File: src/rtl/alu_exec.sv
// alu_exec: request sequencer, register file and architectural flag owner for the alu datapath.
// Build macro ADC_CARRY_EN: when defined, ADC folds the registered carry in through an extra INC pass.
`ifndef WORD_SIZE
`define WORD_SIZE 8
`endif

package alu_exec_pkg;
    typedef enum logic [3:0] {
        OP_ADD = 4'd0,
        OP_ADC = 4'd1,
        OP_SUB = 4'd2,
        OP_AND = 4'd3,
        OP_OR  = 4'd4,
        OP_XOR = 4'd5,
        OP_INC = 4'd6,
        OP_DEC = 4'd7,
        OP_SHR = 4'd8,
        OP_SHL = 4'd9,
        OP_CMP = 4'd10
    } opcode_t;
endpackage

module alu_exec
    import alu_exec_pkg::*;
#(
    parameter int  WORD_SIZE = `WORD_SIZE,
    parameter int  REG_COUNT = 8,
    localparam int RW        = $clog2(REG_COUNT)
) (
    input  logic                 clk,
    input  logic                 rst_n,
    input  logic                 req_valid,
    output logic                 req_ready,
    input  opcode_t              req_opcode,
    input  logic [RW-1:0]        req_rx,
    input  logic [RW-1:0]        req_ry,
    input  logic                 ld_en,
    input  logic [RW-1:0]        ld_addr,
    input  logic [WORD_SIZE-1:0] ld_data,
    output opcode_t              alu_opcode,
    output logic [WORD_SIZE-1:0] alu_a,
    output logic [WORD_SIZE-1:0] alu_b,
    input  logic [WORD_SIZE-1:0] alu_out,
    input  logic                 alu_c,
    input  logic                 alu_z,
    input  logic                 alu_n,
    output logic                 done_valid,
    output logic [WORD_SIZE-1:0] done_result,
    output logic                 flag_c,
    output logic                 flag_z,
    output logic                 flag_n,
    input  logic [RW-1:0]        dbg_addr,
    output logic [WORD_SIZE-1:0] dbg_data
);

    typedef enum logic [2:0] {
        ST_IDLE  = 3'd0,
        ST_READ  = 3'd1,
        ST_EXEC  = 3'd2,
        ST_EXEC2 = 3'd3,
        ST_WB    = 3'd4
    } state_t;

    state_t               state;
    state_t               state_nxt;
    opcode_t              op_r;
    logic [RW-1:0]        rx_r;
    logic [RW-1:0]        ry_r;
    logic [WORD_SIZE-1:0] res_r;
    logic                 c_r;
    logic                 z_r;
    logic                 n_r;
    logic [WORD_SIZE-1:0] regs [REG_COUNT];
    logic                 adc_ext_s;
    logic                 ld_we_s;
    logic                 wb_we_s;

    function automatic logic op_known(input opcode_t op);
        logic known;
        case (op)
            OP_ADD, OP_ADC, OP_SUB, OP_AND, OP_OR, OP_XOR,
            OP_INC, OP_DEC, OP_SHR, OP_SHL, OP_CMP: known = 1'b1;
            default:                                known = 1'b0;
        endcase
        return known;
    endfunction

    function automatic logic op_writes_reg(input opcode_t op);
        return op_known(op) && (op != OP_CMP);
    endfunction

`ifdef ADC_CARRY_EN
    assign adc_ext_s = (op_r == OP_ADC) && flag_c;
`else
    assign adc_ext_s = 1'b0;
`endif

    assign req_ready = (state == ST_IDLE);
    assign ld_we_s   = (state == ST_IDLE) && ld_en;
    assign wb_we_s   = (state == ST_WB) && op_writes_reg(op_r);

    // State register.
    always_ff @(posedge clk) begin
        if (!rst_n) begin
            state <= ST_IDLE;
        end else begin
            state <= state_nxt;
        end
    end

    // Next-state logic.
    always_comb begin
        state_nxt = state;
        case (state)
            ST_IDLE: begin
                if (req_valid) begin
                    state_nxt = ST_READ;
                end else begin
                    state_nxt = ST_IDLE;
                end
            end
            ST_READ: state_nxt = ST_EXEC;
            ST_EXEC: begin
                if (adc_ext_s) begin
                    state_nxt = ST_EXEC2;
                end else begin
                    state_nxt = ST_WB;
                end
            end
            ST_EXEC2: state_nxt = ST_WB;
            ST_WB:    state_nxt = ST_IDLE;
            default:  state_nxt = ST_IDLE;
        endcase
    end

    // Datapath: operand latch, ALU drive/capture, write-back, flags and debug read.
    always_ff @(posedge clk) begin
        if (!rst_n) begin
            op_r        <= OP_ADD;
            rx_r        <= '0;
            ry_r        <= '0;
            res_r       <= '0;
            c_r         <= 1'b0;
            z_r         <= 1'b0;
            n_r         <= 1'b0;
            alu_opcode  <= OP_ADD;
            alu_a       <= '0;
            alu_b       <= '0;
            done_valid  <= 1'b0;
            done_result <= '0;
            flag_c      <= 1'b0;
            flag_z      <= 1'b0;
            flag_n      <= 1'b0;
            dbg_data    <= '0;
            for (int i = 0; i < REG_COUNT; i++) begin
                regs[i] <= '0;
            end
        end else begin
            done_valid <= 1'b0;
            if (ld_we_s) begin
                regs[ld_addr] <= ld_data;
            end
            if (wb_we_s) begin
                regs[rx_r] <= res_r;
            end
            case (state)
                ST_IDLE: begin
                    if (req_valid) begin
                        op_r <= req_opcode;
                        rx_r <= req_rx;
                        ry_r <= req_ry;
                    end
                end
                ST_READ: begin
                    // ADC is always issued as a plain ADD; any carry-in is added by EXEC2.
                    alu_a      <= regs[rx_r];
                    alu_b      <= regs[ry_r];
                    alu_opcode <= (op_r == OP_ADC) ? OP_ADD : op_r;
                end
                ST_EXEC: begin
                    res_r <= alu_out;
                    c_r   <= alu_c;
                    z_r   <= alu_z;
                    n_r   <= alu_n;
                    if (adc_ext_s) begin
                        alu_a      <= alu_out;
                        alu_opcode <= OP_INC;
                    end else begin
                        done_valid  <= 1'b1;
                        done_result <= op_known(op_r) ? alu_out : '0;
                    end
                end
                ST_EXEC2: begin
                    res_r       <= alu_out;
                    c_r         <= c_r | (res_r == '1);
                    z_r         <= alu_z;
                    n_r         <= alu_n;
                    done_valid  <= 1'b1;
                    done_result <= alu_out;
                end
                ST_WB: begin
                    if (op_known(op_r)) begin
                        flag_c <= c_r;
                        flag_z <= z_r;
                        flag_n <= n_r;
                    end
                end
                default: begin
                end
            endcase
            if (wb_we_s && (rx_r == dbg_addr)) begin
                dbg_data <= res_r;
            end else if (ld_we_s && (ld_addr == dbg_addr)) begin
                dbg_data <= ld_data;
            end else begin
                dbg_data <= regs[dbg_addr];
            end
        end
    end

endmodule

File: config.mk
export PLATFORM = sky130hd
export DESIGN_NAME = alu_exec
export DESIGN_NICKNAME = d
export VERILOG_FILES = /design/src/rtl/alu_exec.sv
export SDC_FILE = /design/constraint.sdc
export NUM_CORES = 1
export LEC_CHECK = 0
export CORE_UTILIZATION = 35
export DETAILED_ROUTE_END_ITERATION = 6
export GPL_TIMING_DRIVEN = 0
export PLACE_DENSITY = 0.51
export SLEW_MARGIN = 20
export SYNTH_ARGS = -nofsm -noshare
export SYNTH_HDL_FRONTEND = slang
export SYNTH_SLANG_ARGS = --single-unit
File: constraint.sdc
create_clock -name clk -period 2.7 [get_ports clk]
set_input_delay 0.54 -clock clk [delete_from_list [all_inputs] [get_ports clk]]
set_output_delay 0.54 -clock clk [all_outputs]
set_load 0.1 [all_outputs]
final_congestion.png
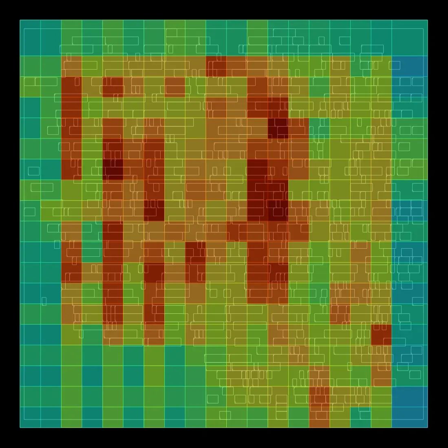
met2 Use GR: 0.3607
final core utilization: 0.4529
wire per inst: 21.81 um

density.png
The die is cut into 14 by 14 equal tiles; dark blue is low, red is high, 0 to 100% covered.
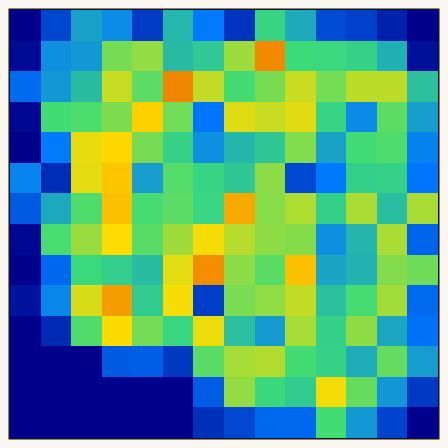
tiles over 75% full	5.1%
mean over tiles	41%
emptiest ninth of the die	south-west

metal_stack.png
Bar = 50 um.
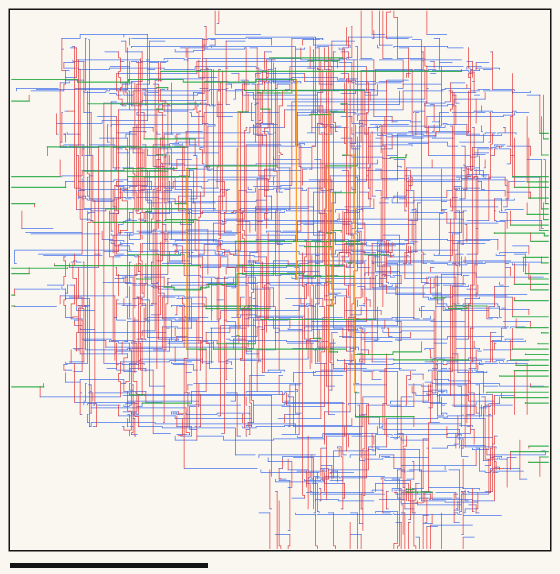
layer	color	wire length
met2	red	9160 um
met1	blue	8070 um
met4	orange	345 um
met3	green	1160 um

clock_map.png
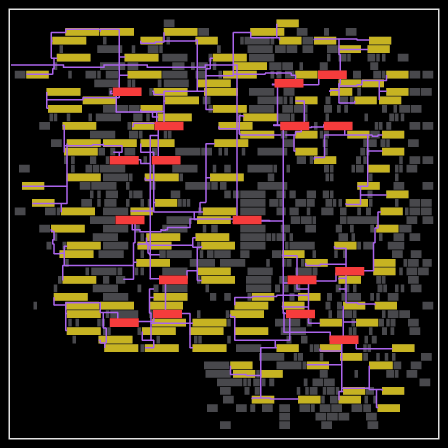
[cells driving clock nets] red | count: 17
[clock wires] purple | length: 1750 um
[flip-flops] yellow | count: 128
routed clock nets	18
flops lie	widely spread
Worst Clk Skew: 7.008 ps
Clk pwr share: 0.397
Clk power: 2.06 mW

gate_families.png
Bar = 50 um.
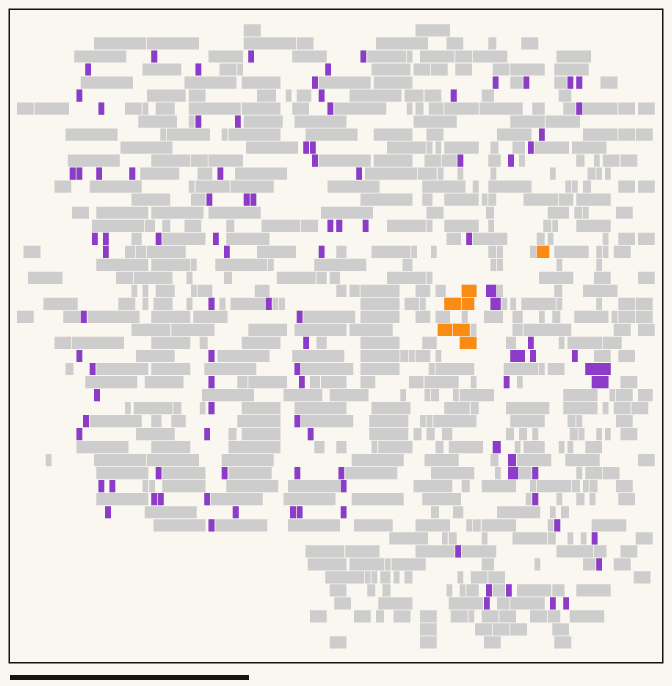
family	color	cells
NOR gates	purple	103
AND-OR and OR-AND gates	orange	7

==> flow_summary_export.csv <==
group,metric,value,unit
power_and_ir_drop,sw_frac_of_total,0.2930,
clocking,clk_latency,420,ps
clocking,cts.sinks,128,
power_and_ir_drop,combinationalPowerShare,0.180,
final_timing,setup_viol,0,
power_and_ir_drop,p_leak,2.717,nW
drt,drc_errors,0,
power_and_ir_drop,peakVddDrop,432.6,uV
logic_synthesis,synthAdderAreaFrac,0,
logic_synthesis,synth_cell_types,42,
final_timing,slew_violations,0,
logic_synthesis,ys_ff,128,
clocking,ctsHoldBuffers,0,
drt,wl_met3,1.161,mm
logic_synthesis,ys_area,0.006302,mm^2
placed_design,dp.final_hpwl,13.48,mm
global_route,overflow,0,
final_timing,maxSlewHeadroom,0.3314,
worst_hold_path,hold_path.class,"reg2reg",
drt,drt_iter0_drc,331,
clocking,cts_tree,"yes",
critical_path,rrSetupSlack,100,ps
final_timing,post-route-period-util,0.9629,
cells_and_area,drive_gt1_frac,0.2003,
placed_design,dpl_cell_area,0.007361,mm^2
global_route,antenna_found_initial,0,
logic_synthesis,xor_area_frac,0.005559,
cells_and_area,area_delta_synth_final,25.15,%
critical_path,r2r-end,"regs[6][7]",
die,rows,48,
power_and_ir_drop,pwr-share-seq,0.424,
clocking,numCtsBuffers,17,
logic_synthesis,syn-num-nets,565,
logic_synthesis,yosysWarnings,0,
cells_and_area,comb_area,0.002945,mm^2
placed_design,io_buffer_count,77,
final_timing,setup_ws,100.3,ps
logic_synthesis,async_flop_share,0,
critical_path,worstSetupPathDepth,7,
die,core-area,0.01742,mm^2
cells_and_area,flop_area,0.003204,mm^2
global_route,grt_pass1_vias,4759,
final_timing,rsz0062_at_grt,"no",
final_timing,hold_violations,0,
drt,via_count,4633,
drt,drt-total-wl,18.74,mm
logic_synthesis,ys_sh_aoi,0.07008,
drt,via_per_inst,5.393,
final_timing,setup_tns,0,ps
logic_synthesis,synth_seq_share,0.5082,
clocking,cts_buffer_depth,2,
critical_path,crit_path_end_kind,"flip-flop",
die,die-area,0.01855,mm^2
cells_and_area,insertedDiodeCount,0,
drt,first_pass_iters,7,
power_and_ir_drop,switching_power,1.522,mW
final_timing,hold_slack,453.2,ps
logic_synthesis,synth-simple-area-share,0.1463,
power_and_ir_drop,p_int,3.672,mW
critical_path,criticalPathCategory,"reg2reg",
global_route,grt_pass1_wl,28.08,mm
logic_synthesis,synth_area,0.006302,mm^2
critical_path,cp_slowest_cell,"or3_4",
critical_path,r2r_cells,7,
logic_synthesis,ff_type,"edfxtp_1",
critical_path,setup.worst_path.start,"state[2]",
critical_path,worstPathArrival,2670,ps
cells_and_area,lay_top_count,"nor2_1",
drt,highest_layer,"met4",
outcome,status,"finished, final reports clean",
critical_path,path_delay_family,"simple AND/OR/NAND/NOR gates",
final_timing,fmax,384.7,MHz
cells_and_area,n_fill_cell,1670,
final_timing,period_needed,2600,ps
critical_path,timing.rr.start,"state[2]",
critical_path,crit_fanout,10,
logic_synthesis,synthMuxAreaShare,0.2426,
logic_synthesis,edf_count,64,
global_route,grt_use_total,0.2146,
critical_path,critPathMaxStageDelay,440,ps
critical_path,worstSetupEndpoint,"regs[6][7]",
power by group through the flow:
stage	clock network (mW)	logic [mW]	registers (mW)
2_1_floorplan	0	0.401	2.47
3_3_place_gp	0	0.935	2.24
3_5_place_dp	0	0.937	2.24
4_1_cts	2.07	0.940	2.20
5_1_grt	2.15	0.984	2.21
6_report	2.06	0.933	2.20
how the worst min path moves through the flow:
stage                        from       endpoint  depth (start not counted)
floorplan                     c_r         flag_c                          2
global placement    alu_opcode[0]  alu_opcode[0]                          2
detailed placement         flag_z         flag_z                          2
CTS                        flag_z         flag_z                          2
global route                  c_r         flag_c                          2
finish                     flag_z         flag_z                          2
per-layer routing:
layer | vias up | global-route usage
li1 | 2140 | -
met1 | 2305 | 0.2708
met2 | 169 | 0.3607
met3 | 19 | 0.04661
met4 | 0 | 0.07654
met5 | - | 0
cells in the mapped netlist, drive strengths merged (2+ instances only):
cell type	n	area share
a211oi	8	0.0095
a21o	2	0.0024
a21oi	28	0.022
a221oi	2	0.0028
a22o	2	0.0028
a22oi	8	0.0095
a311oi	10	0.014
a32o	2	0.0032
and2	4	0.0040
and4bb	2	0.0040
buf	12	0.012
clkbuf	21	0.013
clkinv	2	0.0012
dfxtp	64	0.20
edfxtp	64	0.30
inv	3	0.0018
mux2	7	0.013
mux2i	24	0.058
mux4	48	0.17
nand2	96	0.061
nand4	2	0.0020
nor2	95	0.057
nor3	3	0.0024
nor4	2	0.0020
nor4b	2	0.0038
xnor2	4	0.0056
worst register-to-register path: cells and delay by family, from the launching register on:
| kind | cells | cell delay (ps) |
|---|---|---|
| buffers and inverters | 2 | 430 |
| flip-flops | 1 | 330 |
| multiplexers | 1 | 360 |
| AND/OR/NAND/NOR | 4 | 1130 |
cell type report:
class,count,share of cell area
sequential,128,0.4062
multi-input combinational,360,0.3734
timing repair buffer,77,0.09692
clock buffer,20,0.05806
tap,225,0.03569
buffer,33,0.01935
clock inverter,11,0.007931
inverter,5,0.002379
flip-flops by register name, indices dropped and copies added (netlist names), named ones only:
name / cells
alu_a: 8
alu_b: 8
alu_opcode: 4
c_r: 1
dbg_data: 8
done_result: 8
flag_c: 1
flag_n: 1
flag_z: 1
n_r: 1
op_r: 4
regs: 64
res_r: 8
rx_r: 3
ry_r: 3
state: 3
z_r: 1
kinds of logic after synthesis:
kind of cell           count (synthesis)
AND/OR/NAND/NOR                      212
flip-flops                           128
multiplexers                          79
AND-OR/OR-AND                         65
buffers and inverters                 38
XOR/XNOR                               4
repair_timing:
item | CTS | global route
resized | 7 | 2
setup endpoints to repair | 66 | 35
buffers inserted | 0 | 0
No activity file was given, so power comes from the tool's default toggle rates.
